## src/rtl/decode_issue_stage.sv

```systemverilog
// Decode / register-read stage feeding the ALU: decodes MIPS fields, reads the
// register file with writeback bypass, and stalls on scoreboard hazards.
module decode_issue_stage #(
  parameter int DATA_WIDTH     = 32,
  parameter int REG_ADDR_WIDTH = 5
) (
  input  logic                      clk,
  input  logic                      rst,
  input  logic                      instr_valid,
  input  logic [31:0]               instr,
  output logic                      instr_ready,
  output logic                      ex_valid,
  input  logic                      ex_ready,
  output logic [5:0]                ex_opcode,
  output logic [5:0]                ex_funct,
  output logic [DATA_WIDTH-1:0]     ex_busA,
  output logic [DATA_WIDTH-1:0]     ex_busB,
  output logic [REG_ADDR_WIDTH-1:0] ex_rd,
  input  logic                      wb_en,
  input  logic [REG_ADDR_WIDTH-1:0] wb_addr,
  input  logic [DATA_WIDTH-1:0]     wb_data
);

  localparam int NUM_REGS = 2 ** REG_ADDR_WIDTH;
  localparam logic [5:0] OP_RTYPE = 6'b000000;
  localparam logic [5:0] OP_ADDI  = 6'b001000;

  logic [DATA_WIDTH-1:0]     regs [NUM_REGS];
  logic [NUM_REGS-1:0]       pend;
  logic [NUM_REGS-1:0]       wb_clear;
  logic [NUM_REGS-1:0]       eff_pend;
  logic [NUM_REGS-1:0]       dest_set;

  logic [5:0]                opcode;
  logic [5:0]                funct;
  logic [REG_ADDR_WIDTH-1:0] rs;
  logic [REG_ADDR_WIDTH-1:0] rt;
  logic [REG_ADDR_WIDTH-1:0] rd;
  logic [REG_ADDR_WIDTH-1:0] dest;
  logic [DATA_WIDTH-1:0]     imm_ext;
  logic [DATA_WIDTH-1:0]     rs_val;
  logic [DATA_WIDTH-1:0]     rt_val;
  logic [DATA_WIDTH-1:0]     bus_b;
  logic                      is_rtype;
  logic                      hazard;
  logic                      slot_free;
  logic                      issue;

  assign opcode   = instr[31:26];
  assign funct    = instr[5:0];
  assign rs       = instr[21 +: REG_ADDR_WIDTH];
  assign rt       = instr[16 +: REG_ADDR_WIDTH];
  assign rd       = instr[11 +: REG_ADDR_WIDTH];
  assign imm_ext  = {{(DATA_WIDTH-16){instr[15]}}, instr[15:0]};
  assign is_rtype = (opcode == OP_RTYPE);

  always_comb begin
    dest = '0;
    if (is_rtype)
      dest = rd;
    else if (opcode == OP_ADDI)
      dest = rt;
  end

  // A writeback in the same cycle retires the pending entry, so it must not stall.
  always_comb begin
    wb_clear = '0;
    if (wb_en)
      wb_clear[wb_addr] = 1'b1;
  end

  assign eff_pend = pend & ~wb_clear;

  always_comb begin
    hazard = 1'b0;
    if (instr_valid) begin
      if (eff_pend[rs])
        hazard = 1'b1;
      if (is_rtype && eff_pend[rt])
        hazard = 1'b1;
      if ((dest != '0) && eff_pend[dest])
        hazard = 1'b1;
    end
  end

  assign slot_free   = !ex_valid || ex_ready;
  assign instr_ready = rst && slot_free && !hazard;
  assign issue       = instr_valid && instr_ready;

  always_comb begin
    if (rs == '0)
      rs_val = '0;
    else if (wb_en && (wb_addr == rs))
      rs_val = wb_data;
    else
      rs_val = regs[rs];
  end

  always_comb begin
    if (rt == '0)
      rt_val = '0;
    else if (wb_en && (wb_addr == rt))
      rt_val = wb_data;
    else
      rt_val = regs[rt];
  end

  assign bus_b = is_rtype ? rt_val : imm_ext;

  always_comb begin
    dest_set = '0;
    if (issue && (dest != '0))
      dest_set[dest] = 1'b1;
  end

  always_ff @(posedge clk or negedge rst) begin
    if (!rst) begin
      ex_valid  <= 1'b0;
      ex_opcode <= '0;
      ex_funct  <= '0;
      ex_busA   <= '0;
      ex_busB   <= '0;
      ex_rd     <= '0;
    end else if (issue) begin
      ex_valid  <= 1'b1;
      ex_opcode <= opcode;
      ex_funct  <= funct;
      ex_busA   <= rs_val;
      ex_busB   <= bus_b;
      ex_rd     <= dest;
    end else if (ex_ready) begin
      ex_valid  <= 1'b0;
    end
  end

  // Set wins over clear; bit 0 is forced low so r0 can never stall anything.
  always_ff @(posedge clk or negedge rst) begin
    if (!rst)
      pend <= '0;
    else
      pend <= ((pend & ~wb_clear) | dest_set) & ~{{(NUM_REGS-1){1'b0}}, 1'b1};
  end

  always_ff @(posedge clk or negedge rst) begin
    if (!rst) begin
      for (int i = 0; i < NUM_REGS; i++)
        regs[i] <= '0;
    end else if (wb_en && (wb_addr != '0)) begin
      regs[wb_addr] <= wb_data;
    end
  end

endmodule

```

## config.mk

```make
export PLATFORM = sky130hd
export DESIGN_NAME = decode_issue_stage
export DESIGN_NICKNAME = d
export VERILOG_FILES = /design/src/rtl/decode_issue_stage.sv
export SDC_FILE = /design/constraint.sdc
export NUM_CORES = 2
export LEC_CHECK = 0
export CAP_MARGIN = 40
export CORE_MARGIN = 5
export CORE_UTILIZATION = 55
export CTS_BUF_LIST = sky130_fd_sc_hd__clkbuf_2
export CTS_CLUSTER_SIZE = 12
export DETAILED_ROUTE_END_ITERATION = 16
export GPL_TIMING_DRIVEN = 0
export PLACE_DENSITY = 0.72
export SYNTH_ARGS = -nofsm -noshare
export SYNTH_HDL_FRONTEND = slang
export SYNTH_SLANG_ARGS = --single-unit
```

## constraint.sdc

```tcl
create_clock -name clk -period 4.5 [get_ports clk]
set_clock_uncertainty 0.15 [all_clocks]
set_input_delay 0.9 -clock clk [delete_from_list [all_inputs] [get_ports clk]]
set_output_delay 0.9 -clock clk [all_outputs]
set_load 0.02 [all_outputs]
```

**Placed cells, one color a class**

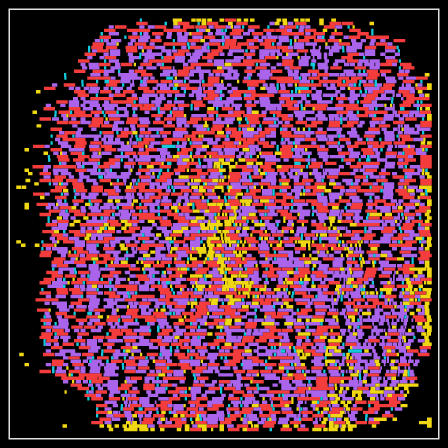
legend:
  yellow:
    class: remaining buffers and delay cells
    cells: 867
  purple:
    class: remaining logic cells
    cells: 2259
  red:
    class: registers
    cells: 1137
  cyan:
    class: clock drivers and dummy loads
    cells: 514
total core area: 0.1090 sq mm
final instance area: 0.07025 sq mm
Rows: 121
Finished Core Util: 64.44%

**Wires at chosen ports, followed through buffers**

Bar = 100 microns.
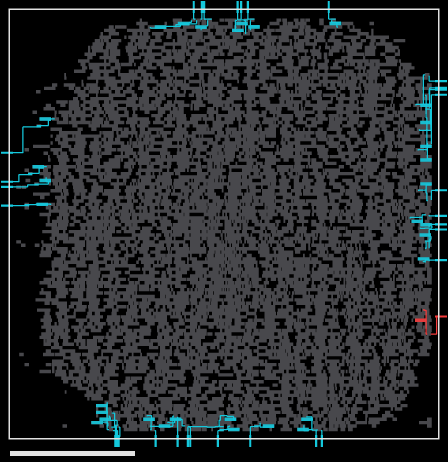
legend:
  cyan:
    port: ex_busA
    direction: output
    end_cells: 32
    buffers: 32
    wire: 1130 microns
  red:
    port: ex_valid
    direction: output
    end_cells: 1
    buffers: 1
    wire: 41.7 microns

==> job_summary.md <==
## PnR job results

| Metric | Value |
|---|---|
| Fin crit share | 103.6% |
| Routability congestion estimate | 0.9508 |
| CP max stage delay | 630 ps |
| Pwr Density | 402.9 mW/mm^2 |
| Hold worst-path end | pend[18] |
| Min Hold Slack | 55.89 ps |
| OpenROAD warnings | 52 |
| Clock slew at reported path FFs | 100 ps |
| Chip Width | 341.3 microns |
| Post-synth EDFFs | 0 |
| Vias per cell | 6.864 |
| Status | complete, but fails checks |
| Reg2reg path depth | 11 |
| Total nets after synthesis | 3904 |
| Total Nets Final | 4657 |
| 1st-pass router iterations | 5 |
| HPWL Detailed | 155.0 mm |
| Pin count of the biggest net entering global routing | 179 |
| Drt initial violations | 5210 |
| Commonest Layout Cell | dfrtp_1 |
| Data arrival time of the worst path | 3610 ps |
| Count of final setup violators | 1 |
| Hold Fails Final Rpt | 0 |
| Min-Delay Path Depth | 5 |
| Non-filler instance count after layout | 6200 |
| Failing checks | negative setup slack |
| Antenna Nets Post-Route | 0 |
| CTS H-tree lvls | 5 |
| Share of layout cells above drive strength 1 | 52.42% |
| Vias in the first global route | 43439 |
| Required time of the critical path | 3450 ps |
| R2R Setup Slk | 900 ps |
| CTS Buf Count | 318 |
| Unrepaired setup endpoints after global routing | true |
| Ports | 157 |
| Crit start category | input pin |
| Synthesis-to-layout area growth | 16.38% |
| Total Routing Usage GR | 35.77% |
| Ys async rst share | 100.0% |
| DP Worst Slack | -1151 ps |
| Lkg Pwr | 30.56 nW |
| Maximum fanout along the worst path | 10 |
| Routed wire length | 208.1 mm |
| First-pass GRT wire length | 300.4 mm |
| Main flop type | dfrtp_1 |
| Min-Delay Path Class | input pin to register |
| Worst path most repeated cell | buf_2 |
| Die height | 341.3 microns |
| Distinct lib cells used | 69 |
| Tmin final | 4661 ps |
| Detailed-route DRC error count | 0 |
| CTS Sinks | 1137 |
| Worst setup margin | -161.3 ps |
| Crit-path cells | buf_2 -> buf_2 -> buf_2 -> o221ai_1 -> a21oi_1 -> o31ai_1 -> a311oi_4 -> nand2_1 -> a21oi_2 -> buf_6 |
| Syn_area_per_cell | 15.76 sq um |
| Hold path startpoint | wb_en |
| Cells in synth_stat.txt | 3830 |
| YS warnings | 0 |
| Fmax | 214.5 MHz |
| Max VDD drop | 0.2668 mV |
| CTS root buffer | clkbuf_2 |
| Rel. slew slack | 30.34% |
| Yosys stat chip area | 0.06036 sq mm |
| Netlist area before placement | 0.06036 sq mm |
| Grt ovf | 0 |
| Setup crit end kind | output port |
| Most instantiated logic cells after routing | 1137 x dfrtp_1, 1036 x mux2_2, 644 x mux4_2, 457 x clkbuf_2, 286 x clkbuf_1 |
| Worst-path cell with the longest stage delay | buf_2 |
| Slew Limit Fails | 0 |
| Clk buf depth | 4 |
| Placed cell count | 5595 |
| Die area | 0.1165 sq mm |
| Routed length per placed instance | 33.57 microns |
| Worst r2r src | pend[14] |
| Fp_density | 55.38% |
| Worst path top cell family by delay | buffers and inverters |
| CTS tree | built |
| Initial antenna violation count | 5 |
| Yosys reg bits | 1137 |
| CP Buf/Inv Count | 4 |
**Placement density heat map**

Bar = 100 microns. The die is cut into 34 by 34 equal tiles; black is low, pale yellow is high, 0 to 100% covered.
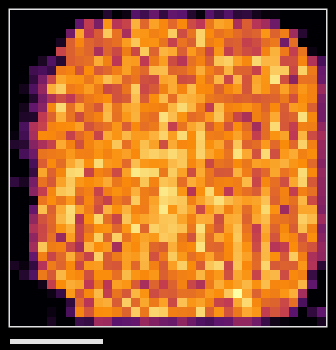
mean over tiles: 59%
tiles over 75% full: 33%
fullest tile: 100%
nearly empty tiles: 11%
densest ninth of the die: center
emptiest ninth of the die: north-west

final cells by class:
class	instances	area [sq um]
Antenna cell	9	22.52
Buffer	433	1788
Clock buffer	452	2262
Clock inverter	62	315.3
Fill cell	8012	38760
Inverter	9	33.78
Multi-Input combinational cell	2250	30430
Sequential cell	1137	28450
Tap cell	1414	1769
Timing Repair Buffer	434	5170
worst max path at each step:
stage | startpoint | endpoint | slack (ps) | cells past startpoint
global route | wb_addr[2] | instr_ready | -260 | 10
global placement | rst | regs[17] | -50210 | 1
floorplan | wb_addr[0] | instr_ready | 400 | 9
finish | instr[16] | instr_ready | -160 | 10
detailed placement | instr[22] | ex_busA[11] | -1150 | 11
CTS | pend[10] | instr_ready | -220 | 8
cells in the mapped netlist, types with 32 or more instances:
cell	count	area share, %
mux2i_1	85	1.4
mux2_2	1037	19
dfrtp_1	1137	47
buf_1	113	0.70
o31ai_1	32	0.40
nand2_1	81	0.50
mux2_4	38	0.95
mux4_2	644	24
nor2_1	70	0.44
a211oi_1	34	0.42
o21ai_0	84	0.70
clkbuf_1	295	1.8
worst min-delay path, stage by stage:
cell and delay, ps:
dlymetal6s2s_1 190, clkbuf_4 240, nand4bb_4 190, o21ai_2 100, o31ai_1 70
sequential cells by signal (all words and copies together), names as in the netlist:
register   flops
regs        1024
ex_busA       32
ex_busB       32
pend          31
ex_funct       6
ex_opcode      6
ex_rd          5
ex_valid       1
timing repair:
item,4_1_cts,5_1_grt
setup endpoints to repair,1,1
pin swaps,7,6
hold buffers,63,7
buffers inserted,10,1
endpoints found under the hold margin,801,7
gates resized,68,44
layer usage:
metal	GRT usage [%]	share of wire, %
met1	46.91	38
met4	15.98	5.2
met2	53.09	45
met3	14.33	13
met5	0.6250	0.051
per-stage QoR:
| step | cell area, sq um | total power, mW | TNS [ps] |
|---|---|---|---|
| 5_1_grt | 70230 | 29.53 | -261.3 |
| 4_1_cts | 70000 | 28.22 | -218.4 |
| 3_5_place_dp | 66480 | 20.99 | -67450 |
| 3_3_place_gp | 63600 | 20.57 | - |
| 6_report | 70250 | 28.30 | -161.3 |
| 2_1_floorplan | 60360 | 18.24 | 0 |
logic make-up (layout without fill, tap and decap cells):
logic type	Yosys count	count (layout)	synth area share (%)
AND-OR/OR-AND	216	216	2.322
XOR/XNOR	10	10	0.1451
buffers and inverters	443	1390	2.923
flip-flops	1137	1137	47.14
multiplexers	1805	1805	45.75
other	0	9	0
AND/OR/NAND/NOR	219	219	1.727
power breakdown:
group          switching, mW  leakage (nW)  total (mW)  internal (mW)
clock network           4.47          2.04        7.28           2.81
logic                   3.06          13.9        7.44           4.38
registers               1.41          14.6        13.6           12.2
total                   8.94          30.6        28.3           19.4
No activity file was given, so power comes from the tool's default toggle rates.
